File: src/rtl/mult_share_arbiter.sv
// Round-robin arbiter sharing one signed W x W multiplier among NUM_REQ requesters.
// Optional macro MULT_SHARE_ROUND_EN: p_hi is the rounded, saturated Q1.(W-1) result instead of the truncated top word.
module mult_share_arbiter #(
    parameter int NUM_REQ = 4,
    parameter int W       = 18
) (
    input  logic                   clk,
    input  logic                   reset,
    input  logic                   sync_in,
    input  logic [NUM_REQ-1:0]     req,
    input  logic [NUM_REQ*W-1:0]   a_in,
    input  logic [NUM_REQ*W-1:0]   b_in,
    output logic [NUM_REQ-1:0]     gnt,
    output logic signed [2*W-1:0]  p_out,
    output logic signed [W-1:0]    p_hi,
    output logic                   p_valid,
    output logic [1:0]             p_tag
);

    logic [1:0]            r_ptr;
    logic signed [W-1:0]   r_op_a;
    logic signed [W-1:0]   r_op_b;
    logic [1:0]            r_tag1;
    logic                  r_v1;

    logic [1:0]            w_start;
    logic [1:0]            w_idx;
    logic                  w_any;
    logic [NUM_REQ-1:0]    w_gnt;
    logic signed [W-1:0]   w_sel_a;
    logic signed [W-1:0]   w_sel_b;
    logic signed [2*W-1:0] w_prod;
    logic signed [W-1:0]   w_hi;

    function automatic logic [1:0] f_wrap(input logic [1:0] base, input int offs);
        int t;
        t = int'(base) + offs;
        if (t >= NUM_REQ) t = t - NUM_REQ;
        return 2'(t);
    endfunction

    // sync_in restarts the search at requester 0 in the same cycle it is seen
    always_comb begin
        w_start = sync_in ? 2'd0 : r_ptr;
        w_idx   = '0;
        w_any   = 1'b0;
        for (int o = 0; o < NUM_REQ; o++) begin
            if (!w_any && req[f_wrap(w_start, o)]) begin
                w_idx = f_wrap(w_start, o);
                w_any = 1'b1;
            end
        end
        if (reset) w_any = 1'b0;
        w_gnt = w_any ? (NUM_REQ'(1) << w_idx) : '0;
    end

    assign gnt = w_gnt;

    always_comb begin
        w_sel_a = '0;
        w_sel_b = '0;
        for (int i = 0; i < NUM_REQ; i++) begin
            if (w_gnt[i]) begin
                w_sel_a = a_in[i*W +: W];
                w_sel_b = b_in[i*W +: W];
            end
        end
    end

    assign w_prod = (2*W)'(r_op_a) * (2*W)'(r_op_b);

`ifdef MULT_SHARE_ROUND_EN
    localparam logic signed [2*W-1:0] RND    = {{(W+1){1'b0}}, 1'b1, {(W-2){1'b0}}};
    localparam logic signed [2*W-1:0] HI_MAX = {{(W+1){1'b0}}, {(W-1){1'b1}}};
    localparam logic signed [2*W-1:0] HI_MIN = {{(W+1){1'b1}}, {(W-1){1'b0}}};
    logic signed [2*W-1:0] w_rnd;
    logic signed [2*W-1:0] w_shr;

    // Only -2^(W-1) * -2^(W-1) can exceed the positive limit after scaling
    always_comb begin
        w_rnd = w_prod + RND;
        w_shr = w_rnd >>> (W-1);
        if (w_shr > HI_MAX)      w_hi = {1'b0, {(W-1){1'b1}}};
        else if (w_shr < HI_MIN) w_hi = {1'b1, {(W-1){1'b0}}};
        else                     w_hi = w_shr[W-1:0];
    end
`else
    assign w_hi = w_prod[2*W-1:W];
`endif

    always_ff @(posedge clk or posedge reset) begin
        if (reset) begin
            r_ptr   <= '0;
            r_op_a  <= '0;
            r_op_b  <= '0;
            r_tag1  <= '0;
            r_v1    <= 1'b0;
            p_out   <= '0;
            p_hi    <= '0;
            p_tag   <= '0;
            p_valid <= 1'b0;
        end else begin
            if (w_any)        r_ptr <= f_wrap(w_idx, 1);
            else if (sync_in) r_ptr <= '0;
            r_v1 <= w_any;
            if (w_any) begin
                r_op_a <= w_sel_a;
                r_op_b <= w_sel_b;
                r_tag1 <= w_idx;
            end
            p_valid <= r_v1;
            if (r_v1) begin
                p_out <= w_prod;
                p_hi  <= w_hi;
                p_tag <= r_tag1;
            end
        end
    end

endmodule

File: config.mk
export PLATFORM = sky130hd
export DESIGN_NAME = mult_share_arbiter
export DESIGN_NICKNAME = d
export VERILOG_FILES = /design/src/rtl/mult_share_arbiter.sv
export SDC_FILE = /design/constraint.sdc
export NUM_CORES = 1
export LEC_CHECK = 0
export ABC_AREA = 1
export CAP_MARGIN = 40
export CELL_PAD_IN_SITES_DETAIL_PLACEMENT = 1
export CELL_PAD_IN_SITES_GLOBAL_PLACEMENT = 1
export CORE_AREA = 4 4 243 245
export DETAILED_ROUTE_END_ITERATION = 12
export DIE_AREA = 0 0 247 249
export GPL_TIMING_DRIVEN = 1
export PLACE_DENSITY_LB_ADDON = 0.25
export REMOVE_ABC_BUFFERS = 1
export SYNTH_ARGS = -nofsm -noshare
export SYNTH_HDL_FRONTEND = slang
export SYNTH_SLANG_ARGS = --single-unit
File: constraint.sdc
create_clock -name clk -period 5.75 [get_ports clk]
set_clock_uncertainty 0.2 [all_clocks]
set_input_delay 0.8625 -clock clk [delete_from_list [all_inputs] [get_ports clk]]
set_output_delay 0.8625 -clock clk [all_outputs]
set_load 0.05 [all_outputs]
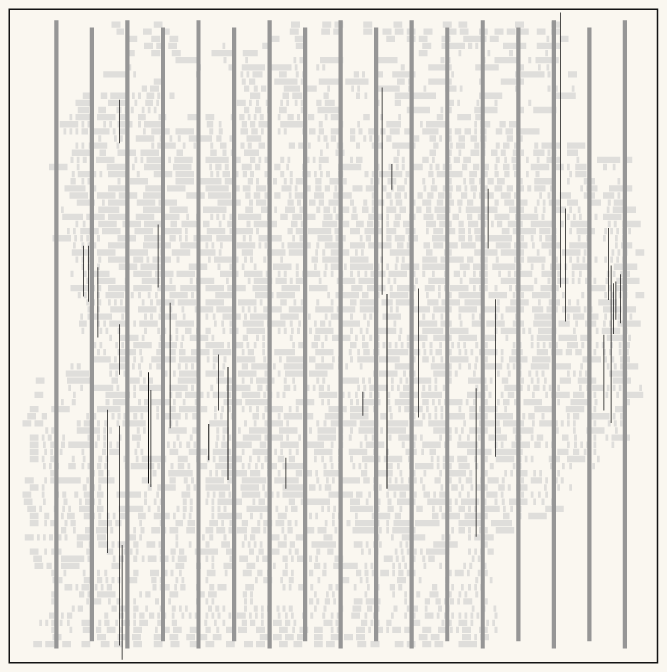
Fig. 1. The metal 4 layer (run 1).
Supply wires on this layer in gray. Cells faint in the background.
main direction	vertical
wire length on this layer	1,200 µm
nets with wire on the layer	28

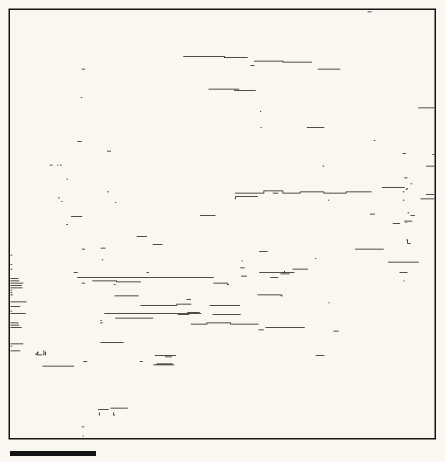
Fig. 2. Signal wires on met3 (run 1).
Bar = 50 µm.
share of all routed wire	1.6%
longest straight run	79.1 µm

==> results.txt, run 1 <==
Flow results are below.

- The area of the core region is 57,100 µm², for reference.
- The detailed router put a total of 26,200 µm of wire on met1.
- On the critical path, the stage with the largest delay is an instance of sky130_fd_sc_hd__fa_1.
- The count of antenna-violating nets left after detailed routing is 0, for reference.
- The most frequent cell after synthesis is sky130_fd_sc_hd__inv_1, for reference.
- The number of rows in the core area is 88, for reference.
- Detailed routing placed a total of 998 µm of wire on met3.
- The critical path start-end classification is reg -> reg, for reference.
- Entering global routing, the biggest net connects 73 pins.
- Synthesis instantiated 41 different standard cells from the library.
- The main area contributors are sky130_fd_sc_hd__fa_1 (36%), sky130_fd_sc_hd__inv_1 (14%), sky130_fd_sc_hd__nand2_1 (14%), sky130_fd_sc_hd__dfrtp_1 (11%), sky130_fd_sc_hd__ha_1 (6.7%).
- The number of setup violations in the final report is 0, for reference.
- Along the critical path, the tally of buffer and inverter instances is 10.
- The instance tally after logic synthesis is 2,484, for reference.
- The worst endpoint required time is 5.86 ns, for reference.
- The pin closest to its max-slew limit shows a slew of 0.737 ns.
- The number of antenna diodes in the final layout is 1.
- The area fraction of the largest cell type after synthesis is 36.4%.
- The count of hold buffers inserted by post-cts repair is 0, for reference.
- The total number of multi-input combinational cells is 1,568, for reference.
- The share of cell area taken by multi-input logic gates is 57.7%, for reference.
- The number of antenna violations at the first check in global routing is 1, for reference.
- Post-CTS timing repair inserted 23 buffers for setup.
- The design has 80 sequential cells.
- The number of maximum-capacitance violations recorded for the run is 0.
- The remaining global-route overflow is 0, for reference.
- TritonCTS built the clock tree.
- The share of final-layout standard cells stronger than drive strength 1 is 19.2%, for reference.
- The x dimension of the die is 247 µm, for reference.
- The largest area contributor in the synthesized netlist is sky130_fd_sc_hd__fa_1, for reference.
- The flow reports an fmax of 174 MHz.
- In the final layout, excluding clock inverters the inverter count is 697.
- The number of primary I/O pins is 212, for reference.
- The clock-pin slew reported for the worst setup and hold paths after clock tree synthesis is 0.08 ns, for reference.
- The flow ran to the end, and the final reports show no timing, DRC or antenna violations.
- The wire length reported by the detailed router is 64,000 µm, for reference.
- In this run, synthesis produced a sequential element count of 80.
- Wire segments on met2 add up to 35,600 µm in the final route.
- The largest incremental delay on the critical path is 0.58 ns, for reference.
- The initial utilization of the core area, before any placement, comes to 31.7%.
- Each instance of the synthesized netlist takes up on average 7.29 µm².
- The count of buffers inserted at the top-level ports is 211, for reference.
- The chip area estimate from yosys synthesis is 18,100 µm², for reference.
- The minimum setup slack after placement is -0.478 ns, for reference.
- The count of synthesis-stage warnings from yosys is 0, for reference.
- The count of instantiated cells in the yosys netlist is 2,484, for reference.
- The number of buffers other than clock buffers in the final layout is 460, for reference.
- After synthesis, the most frequently instantiated cells are sky130_fd_sc_hd__inv_1 (690), sky130_fd_sc_hd__nand2_1 (669), sky130_fd_sc_hd__fa_1 (329).
- Counting the clock-network buffers in the layout gives 10.
- The count of vias placed by the detailed router is 16,700, for reference.
- The STA report counts the stages on the worst setup path as 26.
- The cell that appears most often on the critical path is sky130_fd_sc_hd__inv_2.
- The HPWL after detailed placement is 53,100 µm.
- Leaving out fill and tap cells, the most frequent cells in the layout are sky130_fd_sc_hd__inv_1 (653), sky130_fd_sc_hd__nand2_1 (623), sky130_fd_sc_hd__fa_1 (307).
- Grouping stages by cell kind, the critical path spends the most delay in adder cells.
- In this run the worst path has a maximum fanout of 6.
- In the routed design, unresolved DRC markers number 0.
- The H-tree generated during clock tree synthesis spans 3 levels.
- The tapcell count is 765, for reference.
- Across the whole layout, storage elements account for 2030 µm².
- The clock latency reported for the late side of the worst-skew pair is 0.38 ns, for reference.
- The flop share of the area is 8.36%, for reference.
- Relative to the synthesized area, the layout overhead comes to 34.3%.
- The detailed-route vias per instance is 4.66, for reference.
- The startpoint type of the worst setup path is a register, for reference.
- Counting flops with an async set or reset pin after synthesis yields a share of 100%.
- In the hold timing report, the worst path depth is 2.
- Counting cells, the worst reg-to-reg path comes to 26.
- Across all checked pins, the minimum headroom to the slew limit is 50.9%.
- Among all flip-flop cells after synthesis, the most frequent one is sky130_fd_sc_hd__dfrtp_1.
- The total of fill cells in the finished design is 6,885, for reference.
- Counting pins that exceed their max-slew limit in the final report gives 0.
- Counting every sink on the clock net gives 80.
- By area, the class that comes first in the final layout consists of logic gates.
- The total area of multi-input combinational cells is 14,000 µm², for reference.
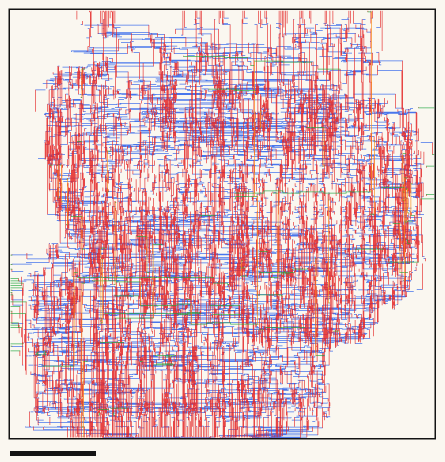
Fig. 3. Routed metal, one color a layer (run 1).
Bar = 50 µm.
layer	color	wire length
metal 2	red	35.6 mm
metal 3	green	998 µm
metal 1	blue	26.2 mm
metal 4	orange	1,200 µm

-- run 1: cells by family (layout without fill, tap and decap cells) --
| logic type | Yosys count | after routing | synth area share [%] |
|---|---|---|---|
| XOR/XNOR | 18 | 18 | 0.871 |
| AND/OR/NAND/NOR | 990 | 990 | 22.7 |
| adder cells (fa/ha/maj) | 426 | 426 | 43.1 |
| flip-flops | 80 | 80 | 11.1 |
| buffers and inverters | 836 | 1173 | 18.1 |
| other | 0 | 1 | 0 |
| AND-OR/OR-AND | 134 | 134 | 4.21 |
-- run 1: per-stage QoR --
stage	hold slack (ns)	setup TNS [ns]	cells	cell area, µm²
after floorplan	0.250	-0.0536	2345	17400
after global placement	0.256	-5.27	3529	22200
after detailed placement	0.266	-6.00	3532	22300
after CTS	0.285	-0.0411	3572	23300
after global routing	0.307	-1.31	3587	24300
final	0.280	0	3587	24300
-- run 1: path summary, 6_finish.rpt --
kind,from,endpoint,slack [ns]
max reg2reg,r_op_b[6],p_out[35],0.01
max in group asynchronous,reset,r_op_b[9],3.52
max,r_op_b[6],p_out[35],0.01
min reg2reg,p_out[3],p_out[3],0.28
min in group asynchronous,reset,p_out[28],0.69
min,p_out[3],p_out[3],0.28
-- run 1: registers in the layout (all words and copies together), names as in the netlist --
register,count
p_out,36
p_tag,2
p_valid,1
r_op_a,18
r_op_b,18
r_ptr,2
r_tag1,2
r_v1,1
-- run 1: per-layer routing --
layer  vias to the layer above  global-route usage (%)
met2                       186                    41.4
met1                      8636                    25.7
met5                         -                       0
li1                       7816                       -
met3                        68                    1.54
met4                         0                    4.60
--- run 2 (diff from run 1) ---
Settings changed: ABC_AREA 1 to not set, CORE_AREA 4 4 243 245 to 4 4 233 235, DIE_AREA 0 0 247 249 to 0 0 237 239.
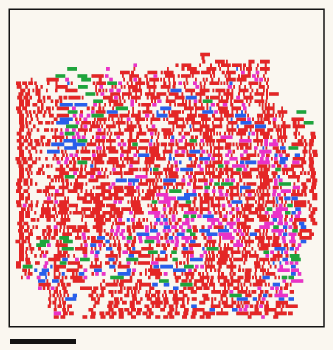
Fig. 4. Sizing map (run 2).
Bar = 50 µm.
size	color	cells	share
_3 and _4 cells	magenta	300	13%
_2 cells	blue	139	6.2%
_0 and _1 cells	red	1,730	77%
_6 and larger	green	67	3.0%

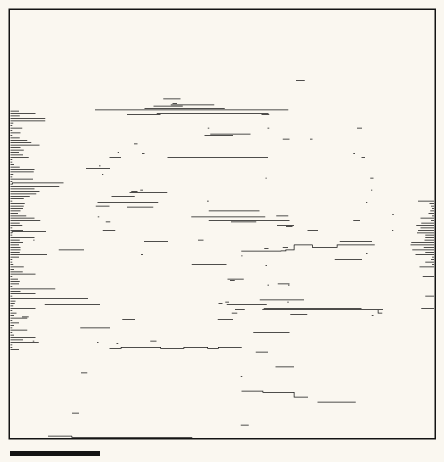
Fig. 5. Signal wires on met3 (run 2).
Bar = 50 µm.
nets with wire on the layer	196
longest straight run	108 µm

==> run 2 against run 1 <==
Compared with the run above:
- the run now ends with setup timing left
- die size fell by 7.9%
- register-to-register slack worse by 0.46 ns
- worst hold slack better by 0.012 ns
- routed wire length decreased by 10%
- critical path type unchanged
- highest routed layer unchanged
==> results.txt, run 2 <==
Flow results are below.

- The flip-flop count of the largest register after layout came to 36 (unchanged).
- The instance tally after logic synthesis is 1,833 (was 2,484), for reference.
- The period utilization is 108% (was 99.8%), for reference.
- The remaining global-route overflow was 0 (unchanged).
- Status: finished with violations (was completed).
- The average cell area after synthesis is 9.03 µm² (was 7.29 µm²).
- The pre-placement core utilization is 31.7% (about the same), for reference.
- The count of pins over their slew limit is 0 (unchanged).
- The proportion of netlist area held by the largest area contributor was 39.8% (was 36.4%).
- The number of setup violations in the final report is 20 (was 0).
- The capture endpoint of the worst hold path is p_out[9] (was p_out[3]).
- The cell type with the highest occurrence count on the critical path is sky130_fd_sc_hd__fa_1 (was sky130_fd_sc_hd__inv_2).
- The growth of design area from synthesis to finish is 37.1% (was 34.3%), for reference.
- The count of antenna-violating nets left after detailed routing was 0 (unchanged).
- Cell area leaders: sky130_fd_sc_hd__fa_1 (40%), sky130_fd_sc_hd__dfrtp_1 (12%), sky130_fd_sc_hd__inv_1 (8.9%), sky130_fd_sc_hd__ha_1 (7.3%), sky130_fd_sc_hd__and2_1 (6.3%) (was sky130_fd_sc_hd__fa_1 (36%), sky130_fd_sc_hd__inv_1 (14%), sky130_fd_sc_hd__nand2_1 (14%), sky130_fd_sc_hd__dfrtp_1 (11%), sky130_fd_sc_hd__ha_1 (6.7%)).
- The placed wire-length estimate after detailed placement came to 47,600 µm (was 53,100 µm).
- The count of instantiated cells in the yosys netlist is 1,833 (was 2,484).
- The CTS tree is yes (unchanged), for reference.
- The chip area estimate from yosys synthesis is 16,600 µm² (was 18,100 µm²).
- The dominant synthesized flop cell is sky130_fd_sc_hd__dfrtp_1 (unchanged).
- The worst hold margin is 0.292 ns (was 0.280 ns), for reference.
- Top logic cells by instance count in the layout: sky130_fd_sc_hd__inv_1 (369), sky130_fd_sc_hd__fa_1 (306), sky130_fd_sc_hd__buf_4 (233) (was sky130_fd_sc_hd__inv_1 (653), sky130_fd_sc_hd__nand2_1 (623), sky130_fd_sc_hd__fa_1 (307)).
- The maximum achievable frequency is 162 MHz (was 174 MHz).
- The multiplexer area fraction after synthesis is 1.93% (was 0%), for reference.
- The number of buffers added by the clock tree synthesis step is 9 (unchanged), for reference.
- The post-route setup TNS is -6.07 ns (was 0 ns), for reference.
- The clock root buffer was sky130_fd_sc_hd__clkbuf_16 (unchanged).
- The chip area was 56,600 µm² (was 61,500 µm²).
- The relative slew slack came to 42.3% (was 50.9%).
- The source of the worst hold timing path is p_out[9] (was p_out[3]), for reference.
- The number of distinct library cells after synthesis is 75 (was 41), for reference.
- The final cell utilization of the core is 43.5% (was 42.5%), for reference.
- The arrival time reported for the critical path endpoint is 6.25 ns (was 5.85 ns), for reference.
- The initial detailed-routing violation count came to 494 (was 714).
- The wire length per cell after detailed routing was 19.7 µm (was 17.9 µm).
- The count of H-tree levels built during CTS was 3 (unchanged).
- The number of cell instances on the worst register-to-register path was 20 (was 26).
- The all-layer global routing usage is 20.3% (was 21.4%), for reference.
- The detailed-route vias per instance is 4.77 (was 4.66), for reference.
- The count of buffers inserted at the top-level ports is 211 (unchanged), for reference.
- Largest registers: p_out x36, r_op_a x18, r_op_b x18 (unchanged).
- The share of flip-flops with an asynchronous set or reset after synthesis came to 100% (unchanged).
- The critical path start-end classification was reg -> reg (unchanged).
- The kind of path behind the tightest hold check was reg -> reg (unchanged).
- The type of element capturing the critical path is a register (unchanged), for reference.
- The most frequent cell after synthesis is sky130_fd_sc_hd__inv_1 (unchanged).
- Listed in order, past its start point the critical path passes buf_4 -> buf_4 -> and2_1 -> fa_1 -> fa_1 -> fa_1 -> fa_1 -> fa_1 -> inv_1 -> fa_1 -> inv_1 -> ha_4 -> and4_4 -> nand4_1 -> a2111oi_4 -> a221oi_4 -> buf_6 -> a31oi_2 -> nor2_1 -> o41ai_2.
- The post-route cell area came to 22,700 µm² (was 24,300 µm²).
- The number of maximum-capacitance violations was 0 (unchanged).
- The number of antenna violations at the first check in global routing is 2 (was 1), for reference.
- The clock latency reported for the late side of the worst-skew pair is 0.38 ns (about the same), for reference.
- The most common library cell in the layout ignoring fill and taps is sky130_fd_sc_hd__inv_1 (unchanged).
- The worst flop-to-flop path endpoint is p_out[33] (was p_out[35]), for reference.
- The DRC violations left is 0 (unchanged).
- The largest register by flop count is p_out (unchanged).
- The maximum number of pins on one net before global-route repair is 59 (was 73).
- The global-route wire length before repair came to 90,200 µm (was 104,000 µm).
- The worst endpoint required time came to 5.81 ns (was 5.86 ns).
- The number of flops mapped to enable cells by yosys is 0 (unchanged), for reference.
- The minimum setup slack after placement came to -0.801 ns (was -0.478 ns).
- The number of global-route vias before repair is 16,300 (was 19,300), for reference.
- The number of clock sinks seen by CTS was 80 (unchanged).
- The largest fanout on the critical path is 4 (was 6), for reference.
- The synthesized cell area was 16,600 µm² (was 18,100 µm²).
- The total number of nets in the final design is 2,808 (was 3,393).
- The largest area contributor in the synthesized netlist was sky130_fd_sc_hd__fa_1 (unchanged).
- The time the final worst path needs with I/O delays and setup is 6.19 ns (was 5.74 ns), for reference.
- The worst-margin pin slew is 0.865 ns (was 0.737 ns), for reference.
- The startpoint type of the worst setup path is a register (unchanged).
- The main logic family after synthesis is adder cells (unchanged).
- The largest incremental delay on the critical path was 0.52 ns (was 0.58 ns).
- The number of instances on the worst hold path is 1 (was 2), for reference.
- The total of fill cells in the finished design came to 5,934 (was 6,885).
- The count of vias placed by the detailed router was 14,000 (was 16,700).
- The number of rows in the core area is 84 (was 88), for reference.
- The clock-pin slew reported for the worst setup and hold paths after clock tree synthesis is 0.07 ns (was 0.08 ns).
- The number of primary I/O pins came to 212 (unchanged).
- The post-synthesis compound-gate area fraction is 10.5% (was 4.21%).
- The kind of cell adding the most delay to the critical path is adder cells (unchanged), for reference.
- The area fraction in and, or, nand and nor cells after synthesis is 14.8% (was 22.7%), for reference.
- The global placement routability congestion was 0.885 (was 0.858).
- The x dimension of the die was 237 µm (was 247 µm).
- The number of placed instances, taps included is 2,841 (was 3,532), for reference.
- The setup slack of the most critical reg-to-reg path is -0.44 ns (was 0.01 ns), for reference.
- The floorplan die height is 239 µm (was 249 µm).
- The xor/xnor cell area share of the yosys netlist is 1.59% (was 0.871%), for reference.
- The share of final-layout standard cells stronger than drive strength 1 is 22.6% (was 19.2%), for reference.
- The slowest cell on the critical path is sky130_fd_sc_hd__fa_1 (unchanged), for reference.
- The checks that failed: setup timing.
- The wire length reported by the detailed router was 57,500 µm (was 64,000 µm).
- Setup repair after global routing missed its margin: yes (unchanged).
- The antenna cell count was 0 (was 1).
- The worst-case setup margin in the final layout is -0.442 ns (was 0.0137 ns), for reference.
- The number of warning messages in the logs was 30 (unchanged).
- The post-synthesis register bit count is 80 (unchanged), for reference.
- The area of the core region is 52,200 µm² (was 57,100 µm²).
- Post-synth top cells: sky130_fd_sc_hd__inv_1 (392), sky130_fd_sc_hd__fa_1 (329), sky130_fd_sc_hd__nand2_1 (204) (was sky130_fd_sc_hd__inv_1 (690), sky130_fd_sc_hd__nand2_1 (669), sky130_fd_sc_hd__fa_1 (329)).
- The count of synthesis-stage warnings from yosys came to 0 (unchanged).
- The sequential area share after synthesis was 12.1% (was 11.1%).
- The number of non-filler instances in the completed layout is 2,924 (was 3,587), for reference.
- The number of iterations in the first detailed-routing pass came to 4 (unchanged).
- The startpoint of the worst register-to-register path was r_op_a[5] (was r_op_b[6]).
- The number of failing hold endpoints at the final stage was 0 (unchanged).
- The clock tree buffer depth was 2 (unchanged).
- The post-placement cell area came to 21,000 µm² (was 22,300 µm²).
- The fraction of the mapped netlist area in adder cells is 47.1% (was 43.1%), for reference.
- The count of buffer and inverter cells on the critical path is 5 (was 10), for reference.
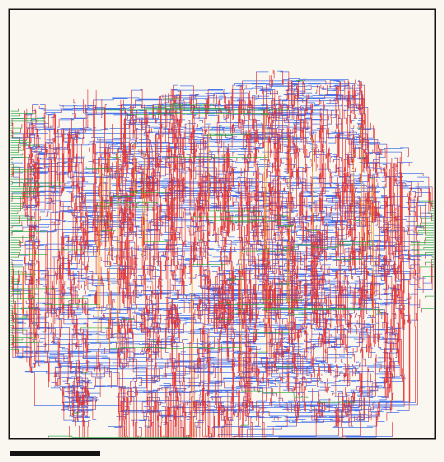
Fig. 6. Routed metal, one color a layer (run 2).
Bar = 50 µm.
layer	color	wire length
metal 4	orange	1,410 µm
metal 1	blue	23.7 mm
metal 2	red	30.1 mm
metal 3	green	2,290 µm

==> run 2: metal layers <==
metal  share of wire, %  vias up  track usage, %
met2                 52      286            37.5
li1                   -     6394               -
met5                  0        -               0
met1                 41     7219            24.6
met4                2.5        0            5.15
met3                4.0       61            3.59
==> run 2: worst max-delay path by stage <==
stage	start	endpoint	slack, ns	cells after the start
2_1_floorplan	reset	gnt[1]	-0.61	4
3_3_place_gp	r_op_a[11]	p_out[28]	-0.73	18
3_5_place_dp	r_op_b[3]	p_out[35]	-0.80	19
4_1_cts	r_op_a[11]	p_out[35]	-0.45	21
5_1_grt	r_op_a[16]	p_out[27]	-0.63	20
6_report	r_op_a[5]	p_out[33]	-0.44	20
==> run 2: area by class of cell <==
type	instances	area [µm²]	area share (%)
timing repair buffer	501	4790	21.1
sequential	80	2020	8.92
tap	688	861	3.79
multi-input combinational	1244	13300	58.4
clock buffer	12	246	1.09
clock inverter	4	30.0	0.132
inverter	395	1490	6.54
==> run 2: what timing repair did <==
| action | CTS | global route |
|---|---|---|
| hold buffers | 0 | 0 |
| setup endpoints to repair | 23 | 24 |
| cloned | 1 | 2 |
| resized | 155 | 54 |
| buffers inserted | 40 | 26 |
| endpoints found under the hold margin | 0 | 0 |
| pin swaps | 79 | 45 |
--- run 3 (diff from run 2) ---
Settings changed: CORE_AREA 4 4 233 235 to 4 4 209 211, CTS_CLUSTER_DIAMETER set to 200, DIE_AREA 0 0 237 239 to 0 0 213 215.
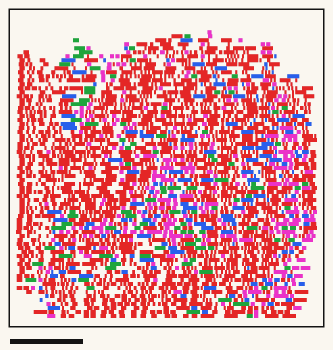
Fig. 7. Sizing map (run 3).
Bar = 50 µm.
size	color	cells	share	most used
_6 and larger	green	94	4.2%	buf_6
_0 and _1 cells	red	1,680	75%	inv_1
_3 and _4 cells	magenta	299	13%	buf_4
_2 cells	blue	169	7.5%	inv_2

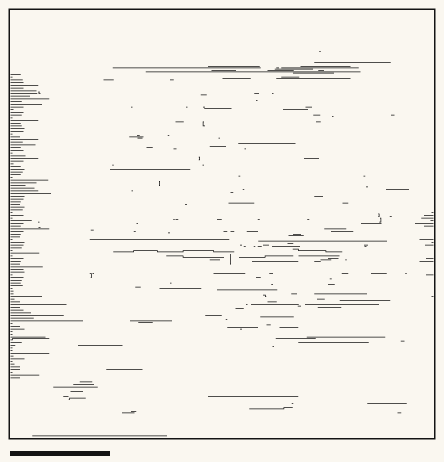
Fig. 8. Signal wires on met3 (run 3).
Bar = 50 µm.
nets with wire on the layer	221
share of all routed wire	4.2%
main direction	horizontal

==> run 3 against run 2 <==
Compared with the run above:
- count of clock-buffer cells in the layout fell by 3
- flip-flop count did not move
- setup slack got worse by 0.18 ns
- synthesized cell count did not move
- global-route usage rose by 6.3 points
- fmax fell by 2.8%
- design area rose by 0.63%
- routed wire length rose by 7.5%
- synthesized area did not move
- via count rose by 3.3%
- the run still ends with setup timing left
- die size fell by 19%
==> results.txt, run 3 <==
Flow results are below.

- The flip-flop count of the largest register after layout came to 36 (unchanged).
- The area fraction in and, or, nand and nor cells after synthesis was 14.8% (unchanged).
- The count of synthesis-stage warnings from yosys is 0 (unchanged), for reference.
- The count of antenna-violating nets left after detailed routing came to 0 (unchanged).
- The area of the core region came to 41,800 µm² (was 52,200 µm²).
- The number of antenna violations at the first check in global routing is 1 (was 2).
- The maximum number of pins on one net before global-route repair came to 59 (unchanged).
- The tapcell count is 539 (was 688), for reference.
- The buffer share of cell area is 21.6% (was 21.1%), for reference.
- The CTS tree was yes (unchanged).
- The DRC violations left is 0 (unchanged), for reference.
- The number of maximum-capacitance violations is 0 (unchanged), for reference.
- The all-layer global routing usage was 26.7% (was 20.3%).
- Top logic cells by instance count in the layout: sky130_fd_sc_hd__inv_1 (347), sky130_fd_sc_hd__fa_1 (296), sky130_fd_sc_hd__buf_4 (217) (was sky130_fd_sc_hd__inv_1 (369), sky130_fd_sc_hd__fa_1 (306), sky130_fd_sc_hd__buf_4 (233)).
- The number of primary I/O pins was 212 (unchanged).
- The slowest cell on the critical path is sky130_fd_sc_hd__fa_2 (was sky130_fd_sc_hd__fa_1).
- The pre-placement core utilization was 39.7% (was 31.7%).
- The synthesized cell area was 16,600 µm² (unchanged).
- The count of vias placed by the detailed router is 14,400 (was 14,000), for reference.
- The combined flip-flop and latch cell area is 2030 µm² (was 2020 µm²), for reference.
- The count of buffers inserted at the top-level ports is 211 (unchanged), for reference.
- The number of buffers added by the clock tree synthesis step is 9 (unchanged), for reference.
- The fraction of the mapped netlist area in adder cells was 47.1% (unchanged).
- The dominant kind of cell is logic gates (unchanged).
- The wire length reported by the detailed router was 61,800 µm (was 57,500 µm).
- The relative slew slack was 42.0% (was 42.3%).
- The worst hold margin was 0.290 ns (was 0.292 ns).
- The global-route wire length before repair is 94,300 µm (was 90,200 µm), for reference.
- The post-synthesis register bit count came to 80 (unchanged).
- Largest registers: p_out x36, r_op_a x18, r_op_b x18 (unchanged).
- The number of warning messages in the logs was 30 (unchanged).
- The sequential area share after synthesis is 12.1% (unchanged), for reference.
- The post-synthesis compound-gate area fraction is 10.5% (unchanged).
- The remaining global-route overflow is 0 (unchanged), for reference.
- The number of global-route vias before repair came to 17,100 (was 16,300).
- The count of instantiated cells in the yosys netlist was 1,833 (unchanged).
- The most common library cell in the layout ignoring fill and taps is sky130_fd_sc_hd__inv_1 (unchanged).
- The worst-case setup margin in the final layout is -0.618 ns (was -0.442 ns).
- The chip area is 45,800 µm² (was 56,600 µm²), for reference.
- The initial detailed-routing violation count is 585 (was 494).
- The average cell area after synthesis came to 9.03 µm² (unchanged).
- The total number of nets in the final design came to 2,814 (was 2,808).
- The most frequent cell after synthesis is sky130_fd_sc_hd__inv_1 (unchanged), for reference.
- The largest incremental delay on the critical path is 0.59 ns (was 0.52 ns), for reference.
- The multiplexer area fraction after synthesis is 1.93% (unchanged), for reference.
- The detailed-route vias per instance is 5.19 (was 4.77).
- Violated checks: setup timing (unchanged).
- The antenna cell count is 0 (unchanged), for reference.
- The share of flip-flops with an asynchronous set or reset after synthesis is 100% (unchanged), for reference.
- The largest area contributor in the synthesized netlist is sky130_fd_sc_hd__fa_1 (unchanged).
- The minimum setup slack after placement is -0.970 ns (was -0.801 ns).
- The share of final-layout standard cells stronger than drive strength 1 is 25.1% (was 22.6%).
- The critical path start-end classification is reg -> reg (unchanged).
- The worst endpoint required time is 5.83 ns (was 5.81 ns).
- The post-route cell area is 22,900 µm² (was 22,700 µm²), for reference.
- The main logic family after synthesis is adder cells (unchanged), for reference.
- The non-clock inverter total of the final layout is 395 (unchanged).
- The placed wire-length estimate after detailed placement came to 47,300 µm (was 47,600 µm).
- Cell area leaders: sky130_fd_sc_hd__fa_1 (40%), sky130_fd_sc_hd__dfrtp_1 (12%), sky130_fd_sc_hd__inv_1 (8.9%), sky130_fd_sc_hd__ha_1 (7.3%), sky130_fd_sc_hd__and2_1 (6.3%) (unchanged).
- The worst-margin pin slew is 0.868 ns (was 0.865 ns), for reference.
- The growth of design area from synthesis to finish was 38.0% (was 37.1%).
- The arrival time reported for the critical path endpoint is 6.45 ns (was 6.25 ns).
- The largest fanout on the critical path was 5 (was 4).
- The dominant synthesized flop cell is sky130_fd_sc_hd__dfrtp_1 (unchanged), for reference.
- The number of setup violations in the final report is 21 (was 20), for reference.
- The instance tally after logic synthesis is 1,833 (unchanged), for reference.
- The number of flops mapped to enable cells by yosys is 0 (unchanged), for reference.
- The share of cell area taken by multi-input logic gates is 58.7% (was 58.4%), for reference.
- The number of failing hold endpoints at the final stage is 0 (unchanged), for reference.
- The global placement routability congestion is 0.883 (was 0.885), for reference.
- The number of iterations in the first detailed-routing pass is 6 (was 4), for reference.
- The chip area estimate from yosys synthesis is 16,600 µm² (unchanged), for reference.
- The proportion of netlist area held by the largest area contributor is 39.8% (unchanged), for reference.
- The kind of path behind the tightest hold check is reg -> reg (unchanged).
- The time the final worst path needs with I/O delays and setup is 6.37 ns (was 6.19 ns), for reference.
- The maximum achievable frequency is 157 MHz (was 162 MHz), for reference.
- The clock network area share was 1.40% (was 1.22%).
- The count of H-tree levels built during CTS was 3 (unchanged).
- The number of clock buffers in the layout is 9 (was 12).
- The number of non-filler instances in the completed layout is 2,781 (was 2,924), for reference.
- The wire length per cell after detailed routing is 22.2 µm (was 19.7 µm), for reference.
- Chain of cells forming the critical path: buf_12 -> buf_4 -> buf_6 -> and2_4 -> fa_1 -> fa_1 -> fa_1 -> fa_1 -> fa_1 -> inv_2 -> fa_2 -> inv_2 -> ha_4 -> and4_4 -> nand4_1 -> a2111oi_2 -> buf_4 -> a221oi_4 -> buf_12 -> a31oi_4 -> nor2_1 -> o41ai_2 (was buf_4 -> buf_4 -> and2_1 -> fa_1 -> fa_1 -> fa_1 -> fa_1 -> fa_1 -> inv_1 -> fa_1 -> inv_1 -> ha_4 -> and4_4 -> nand4_1 -> a2111oi_4 -> a221oi_4 -> buf_6 -> a31oi_2 -> nor2_1 -> o41ai_2).
- The clock latency reported for the late side of the worst-skew pair is 0.39 ns (was 0.38 ns), for reference.
- The largest register by flop count is p_out (unchanged).
- Setup repair after global routing missed its margin: yes (unchanged).
- The kind of cell adding the most delay to the critical path is adder cells (unchanged), for reference.
- The number of rows in the core area came to 75 (was 84).
- The clock root buffer is sky130_fd_sc_hd__clkbuf_16 (unchanged), for reference.
- The floorplan die height is 215 µm (was 239 µm).
- The clock-pin slew reported for the worst setup and hold paths after clock tree synthesis was 0.07 ns (about the same).
- The setup slack of the most critical reg-to-reg path is -0.62 ns (was -0.44 ns).
- The count of pins over their slew limit was 0 (unchanged).
- The total area of multi-input combinational cells is 13,400 µm² (was 13,300 µm²), for reference.
- The number of clock sinks seen by CTS is 80 (unchanged).
- The startpoint type of the worst setup path is a register (unchanged), for reference.
- The xor/xnor cell area share of the yosys netlist is 1.59% (unchanged), for reference.
- Post-synth top cells: sky130_fd_sc_hd__inv_1 (392), sky130_fd_sc_hd__fa_1 (329), sky130_fd_sc_hd__nand2_1 (204) (unchanged).
- The period utilization is 111% (was 108%), for reference.
- The total number of sequential cells is 80 (unchanged), for reference.
- The type of element capturing the critical path is a register (unchanged).
- The x dimension of the die is 213 µm (was 237 µm), for reference.
- The cell type with the highest occurrence count on the critical path is sky130_fd_sc_hd__fa_1 (unchanged).
- The number of placed instances, taps included is 2,687 (was 2,841), for reference.
- The total number of multi-input combinational cells is 1,244 (unchanged).
- The clock tree buffer depth is 2 (unchanged), for reference.
- The number of distinct library cells after synthesis is 75 (unchanged), for reference.
- The number of buffers other than clock buffers in the final layout came to 507 (was 501).
- The count of buffer and inverter cells on the critical path came to 7 (was 5).
- The post-placement cell area is 20,800 µm² (was 21,000 µm²), for reference.
- Status: finished with violations (unchanged).
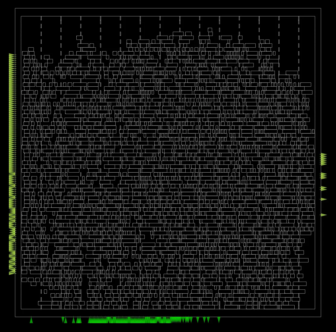
Fig. 9. Placed standard cells (run 3).
Fill cells: 4,666
register fraction of the total cell area: 8.86%
Final Core Density: 54.7%

-- run 3: cell count changes in the layout (fill, tap and decap cells not counted), sizes merged --
cell / delta
buf: +8
bufinv: +2
clkbuf: -5
inv: +1
-- run 3: kinds of logic (layout without fill, tap and decap cells) --
group,Yosys count,after routing
muxes,27,27
buffers and inverters,509,918
xor gates and xnor gates,30,30
adders and majority gates,426,426
AOI/OAI and AO/OA,261,261
DFF,80,80
and+or+nand+nor,500,500
-- run 3: worst paths after layout --
check	from	endpoint	cells past startpoint
min in group asynchronous	reset	p_valid	2
min	p_out[9]	p_out[9]	1
max reg2reg	r_op_a[5]	p_out[33]	22
max	r_op_a[5]	p_out[33]	22
max in group asynchronous	reset	p_out[16]	4
min reg2reg	p_out[9]	p_out[9]	1
-- run 3: per-layer routing --
layer | up-vias | part of all wire, % | global-route usage [%]
met5 | - | 0 | 0
li1 | 6399 | - | -
met1 | 7550 | 39 | 31.5
met4 | 0 | 3.9 | 9.98
met2 | 371 | 53 | 48.4
met3 | 103 | 4.2 | 4.33
-- run 3: timing repair --
item,4_1_cts,5_1_grt
setup endpoints to repair,23,24
gates cloned,1,1
setup buffers,55,22
pin swaps,80,50
gates resized,184,125
hold buffers,0,0
-- run 3: through the flow --
stage	utilization [%]	TNS, ns
final	54.7	-7.88
after global routing	54.7	-11.53
after CTS	53.3	-6.24
after detailed placement	49.7	-12.93
after global placement	49.6	-10.35
after floorplan	-	-6.27
